File: src/rtl/cpu_pkg.sv
// Shared CPU-side definitions for the register write-back path.
//   CPU_DATA_W / CPU_ADDR_W / CPU_CNT_W : default data, address and
//                                          in-flight counter widths
//   channel_e                           : write-back source channel
package cpu_pkg;

    localparam int CPU_DATA_W = 16;
    localparam int CPU_ADDR_W = 4;
    localparam int CPU_CNT_W  = 2;

    typedef enum logic {
        CH_ALU = 1'b0,
        CH_LD  = 1'b1
    } channel_e;

endpackage

File: src/rtl/wb_skid_entry.sv
// One-entry valid/ready register slice feeding the write-back arbiter.
//   i_clk, i_reset          clock, asynchronous active-high reset
//   i_valid/i_add/i_data    producer side result
//   o_ready                 producer handshake; depends on state and grant only
//   i_grant                 arbiter consumes the held entry this cycle
//   o_valid/o_add/o_data    held entry presented to the arbiter
module wb_skid_entry
    import cpu_pkg::*;
#(
    parameter int ADDR_W = CPU_ADDR_W,
    parameter int DATA_W = CPU_DATA_W
) (
    input  logic              i_clk,
    input  logic              i_reset,
    input  logic              i_valid,
    input  logic [ADDR_W-1:0] i_add,
    input  logic [DATA_W-1:0] i_data,
    output logic              o_ready,
    input  logic              i_grant,
    output logic              o_valid,
    output logic [ADDR_W-1:0] o_add,
    output logic [DATA_W-1:0] o_data
);

    // The slot frees up in the same cycle it is granted, so a new result
    // can replace the outgoing one without a bubble.
    assign o_ready = ~o_valid | i_grant;

    // NOTE: state is updated with non-blocking assignments so every flop
    // samples the pre-edge values, independent of statement order.
    always_ff @(posedge i_clk or posedge i_reset) begin
        if (i_reset) begin
            o_valid <= 1'b0;
            o_add   <= '0;
            o_data  <= '0;
        end else if (i_valid && o_ready) begin
            o_valid <= 1'b1;
            o_add   <= i_add;
            o_data  <= i_data;
        end else if (i_grant) begin
            o_valid <= 1'b0;
        end
    end

endmodule

File: src/rtl/reg_writeback_unit.sv
// Write-side driver for the register file's single write port.
//   i_clk, i_reset                    clock, asynchronous active-high reset
//   i_issue_valid/i_issue_add         decode reserves a destination register
//   o_issue_stall                     destination counter full; issue refused
//   i_alu_valid/add/data, o_alu_ready ALU result channel
//   i_ld_valid/add/data,  o_ld_ready  load result channel
//   o_write_en/add/data               registered register-file write port
//   o_pending                         bit r set while register r has writes in flight
module reg_writeback_unit
    import cpu_pkg::*;
#(
    parameter int DATA_W = CPU_DATA_W,
    parameter int ADDR_W = CPU_ADDR_W,
    parameter int CNT_W  = CPU_CNT_W
) (
    input  logic                 i_clk,
    input  logic                 i_reset,
    input  logic                 i_issue_valid,
    input  logic [ADDR_W-1:0]    i_issue_add,
    output logic                 o_issue_stall,
    input  logic                 i_alu_valid,
    input  logic [ADDR_W-1:0]    i_alu_add,
    input  logic [DATA_W-1:0]    i_alu_data,
    output logic                 o_alu_ready,
    input  logic                 i_ld_valid,
    input  logic [ADDR_W-1:0]    i_ld_add,
    input  logic [DATA_W-1:0]    i_ld_data,
    output logic                 o_ld_ready,
    output logic                 o_write_en,
    output logic [ADDR_W-1:0]    o_write_add,
    output logic [DATA_W-1:0]    o_write_data,
    output logic [2**ADDR_W-1:0] o_pending
);

    localparam int               NREG    = 2**ADDR_W;
    localparam logic [CNT_W-1:0] CNT_MAX = '1;

    logic              alu_v, ld_v;
    logic [ADDR_W-1:0] alu_add, ld_add;
    logic [DATA_W-1:0] alu_data, ld_data;
    logic              grant_alu, grant_ld;
    logic              commit_en;
    logic [ADDR_W-1:0] commit_add;
    logic [DATA_W-1:0] commit_data;
    logic              issue_accept;
    channel_e          last_q;
    logic [CNT_W-1:0]  cnt_q [NREG];
    logic [CNT_W-1:0]  cnt_d [NREG];

    wb_skid_entry #(.ADDR_W(ADDR_W), .DATA_W(DATA_W)) u_alu_skid (
        .i_clk   (i_clk),
        .i_reset (i_reset),
        .i_valid (i_alu_valid),
        .i_add   (i_alu_add),
        .i_data  (i_alu_data),
        .o_ready (o_alu_ready),
        .i_grant (grant_alu),
        .o_valid (alu_v),
        .o_add   (alu_add),
        .o_data  (alu_data)
    );

    wb_skid_entry #(.ADDR_W(ADDR_W), .DATA_W(DATA_W)) u_ld_skid (
        .i_clk   (i_clk),
        .i_reset (i_reset),
        .i_valid (i_ld_valid),
        .i_add   (i_ld_add),
        .i_data  (i_ld_data),
        .o_ready (o_ld_ready),
        .i_grant (grant_ld),
        .o_valid (ld_v),
        .o_add   (ld_add),
        .o_data  (ld_data)
    );

    // Round-robin between the two held entries: on a tie the channel that
    // did not win last time goes first.
    // NOTE: every always_comb output gets a default before any condition,
    // so no path leaves a signal unassigned and no latch is inferred.
    always_comb begin
        grant_alu   = 1'b0;
        grant_ld    = 1'b0;
        commit_add  = alu_add;
        commit_data = alu_data;
        if (alu_v && (!ld_v || last_q == CH_LD)) begin
            grant_alu = 1'b1;
        end else if (ld_v) begin
            grant_ld    = 1'b1;
            commit_add  = ld_add;
            commit_data = ld_data;
        end
    end

    assign commit_en = grant_alu | grant_ld;

    // A commit to the same register in this cycle frees a slot, so a full
    // counter does not block the issue.
    assign o_issue_stall = i_issue_valid && (cnt_q[i_issue_add] == CNT_MAX) &&
                           !(commit_en && commit_add == i_issue_add);
    assign issue_accept  = i_issue_valid && !o_issue_stall;

    // Increment and decrement are applied independently; a saturated counter
    // with both active wraps up and back down to the same value. A commit
    // against an empty counter leaves it at zero.
    always_comb begin
        for (int r = 0; r < NREG; r++) begin
            cnt_d[r] = cnt_q[r];
            if (issue_accept && i_issue_add == ADDR_W'(r)) begin
                cnt_d[r] = cnt_d[r] + 1'b1;
            end
            if (commit_en && commit_add == ADDR_W'(r) && cnt_q[r] != '0) begin
                cnt_d[r] = cnt_d[r] - 1'b1;
            end
        end
    end

    always_comb begin
        o_pending = '0;
        for (int r = 0; r < NREG; r++) begin
            o_pending[r] = (cnt_q[r] != '0);
        end
    end

    // NOTE: the counter array is a small register bank, not a RAM, so it is
    // cleared on reset; decode must never see stale pending bits.
    always_ff @(posedge i_clk or posedge i_reset) begin
        if (i_reset) begin
            for (int r = 0; r < NREG; r++) begin
                cnt_q[r] <= '0;
            end
        end else begin
            for (int r = 0; r < NREG; r++) begin
                cnt_q[r] <= cnt_d[r];
            end
        end
    end

    // Commit register; address/data hold when idle, only write_en drops.
    always_ff @(posedge i_clk or posedge i_reset) begin
        if (i_reset) begin
            o_write_en   <= 1'b0;
            o_write_add  <= '0;
            o_write_data <= '0;
            last_q       <= CH_LD;
        end else begin
            o_write_en <= commit_en;
            if (commit_en) begin
                o_write_add  <= commit_add;
                o_write_data <= commit_data;
            end
            if (grant_alu) begin
                last_q <= CH_ALU;
            end else if (grant_ld) begin
                last_q <= CH_LD;
            end
        end
    end

    a_commit_has_issue : assert property (
        @(posedge i_clk) disable iff (i_reset)
        !(commit_en && cnt_q[commit_add] == '0)
    );

endmodule
File: config.mk
export PLATFORM = sky130hd
export DESIGN_NAME = reg_writeback_unit
export DESIGN_NICKNAME = d
export VERILOG_FILES = /design/src/rtl/cpu_pkg.sv /design/src/rtl/wb_skid_entry.sv /design/src/rtl/reg_writeback_unit.sv
export SDC_FILE = /design/constraint.sdc
export NUM_CORES = 1
export LEC_CHECK = 0
export ABC_CLOCK_PERIOD_IN_PS = 3350
export CORE_MARGIN = 2
export CORE_UTILIZATION = 45
export CTS_CLUSTER_SIZE = 20
export DETAILED_ROUTE_END_ITERATION = 6
export GPL_TIMING_DRIVEN = 1
export MAX_ROUTING_LAYER = met4
export PLACE_DENSITY = 0.69
export SYNTH_ARGS = -nofsm -noshare
export SYNTH_HDL_FRONTEND = slang
export SYNTH_SLANG_ARGS = --single-unit
File: constraint.sdc
create_clock -name i_clk -period 3.35 [get_ports i_clk]
set_input_delay 0.335 -clock i_clk [delete_from_list [all_inputs] [get_ports i_clk]]
set_output_delay 0.335 -clock i_clk [all_outputs]
set_load 0.005 [all_outputs]
Cell sizes after repair:
(4 px per µm)
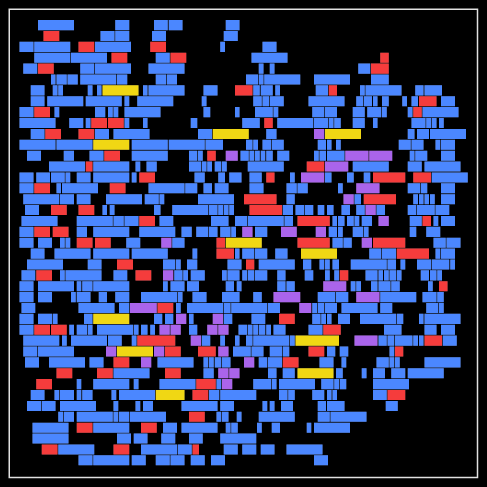
Key: _6 and larger = yellow [cells 11, most used clkbuf_16]; _0 and _1 cells = blue [cells 540, most used dfrtp_1]; _3 and _4 cells = purple [cells 37, most used buf_4]; _2 cells = red [cells 77, most used mux2_2]

Gate families picked out:
(4 px per µm)
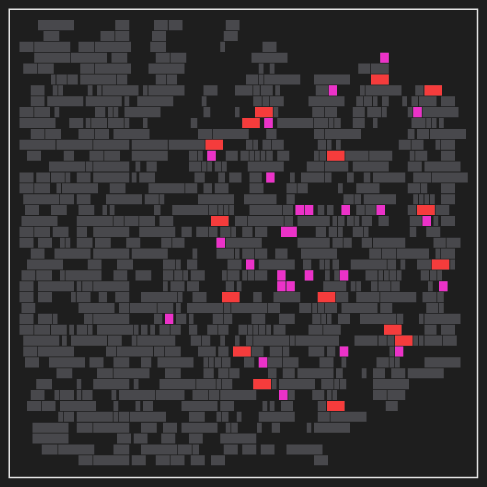
Key: AND and OR gates = magenta [cells 25]; adder and majority cells = red [cells 16]

Placement view:
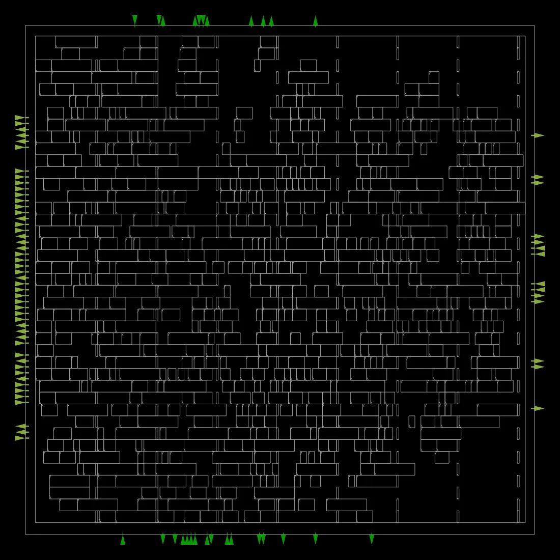
Tap Count: 172
Finished Layout Cells: 837
Flop Count: 96
num rows: 41
final-layout fill cell count: 1115

Nets reached from selected ports:
(2 px per µm)
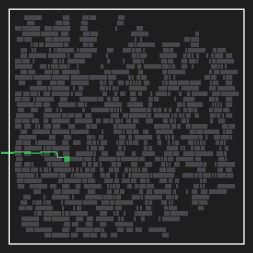
Key: o_alu_ready = green [direction output, end cells 1, buffers 1, wire 36.3 µm]

==> reports/metrics.yaml <==
cts_tree: "done"
seq-cell-share: 0.334
grt_max_degree: 57
largest_cell_class: "multi-input combinational cells"
grt_use_met3: 0.0529
fin_total_pwr_mw: 5.76
antenna_found_initial: 0
yosysUniqueCellTypes: 46
die_area_um2: 13600
status: "finished clean"
die_y_um: 117
crit_path_end_kind: "primary output"
ys_seq_frac: 0.421
clk_pin_slew_ns: 0.07
worstRegToRegCells: 9
synth_warnings: 0
placed_cell_area_um2: 6860
dpl.cell_count: 814
ys_sh_simple: 0.134
cp_data_arrival_time_ns: 2.85
clkCellAreaFrac: 0.0407
cts_setup_buffers: 0
cts_max_path_buffers: 2
layout_top_cells: "95 x dfrtp_1, 88 x clkdlybuf4s50_1, 66 x nand2_1"
p_leak_nw: 3.09
slew_headroom: 0.356
postRouteAntennaNets: 0
io_pins: 89
buf_share: 0.149
cts_sinks: 96
aoi_share: 0.147
grt_overflow_total: 0
cp_max_fo: 8
via_per_inst: 5.42
criticalPathCategory: "reg2out"
combPwrFrac: 0.464
grt.busiest_layer: "met2"
num_vias: 4533
## flip-flops by register name, indices dropped and copies added (netlist names)
signal and count:
u_alu_skid.o_data 16, o_write_en 1, o_write_add 4, u_alu_skid.o_valid 1
u_ld_skid.o_add 4, u_alu_skid.o_add 4, cnt_q 32, o_write_data 16
u_ld_skid.o_valid 1, u_ld_skid.o_data 16, last_q 1
## power by group through the flow
stage / Sequential (mW) / Combinational (mW) / Clock (mW)
after global placement: 2.05 / 2.48 / 0
after CTS: 2.06 / 2.65 / 1.06
after floorplan: 1.93 / 1.76 / 0
after detailed placement: 2.07 / 2.63 / 0
final: 2.06 / 2.67 / 1.03
after global routing: 2.13 / 2.94 / 1.11
Power figures rest on the tool's default switching activity, not on a simulated workload.
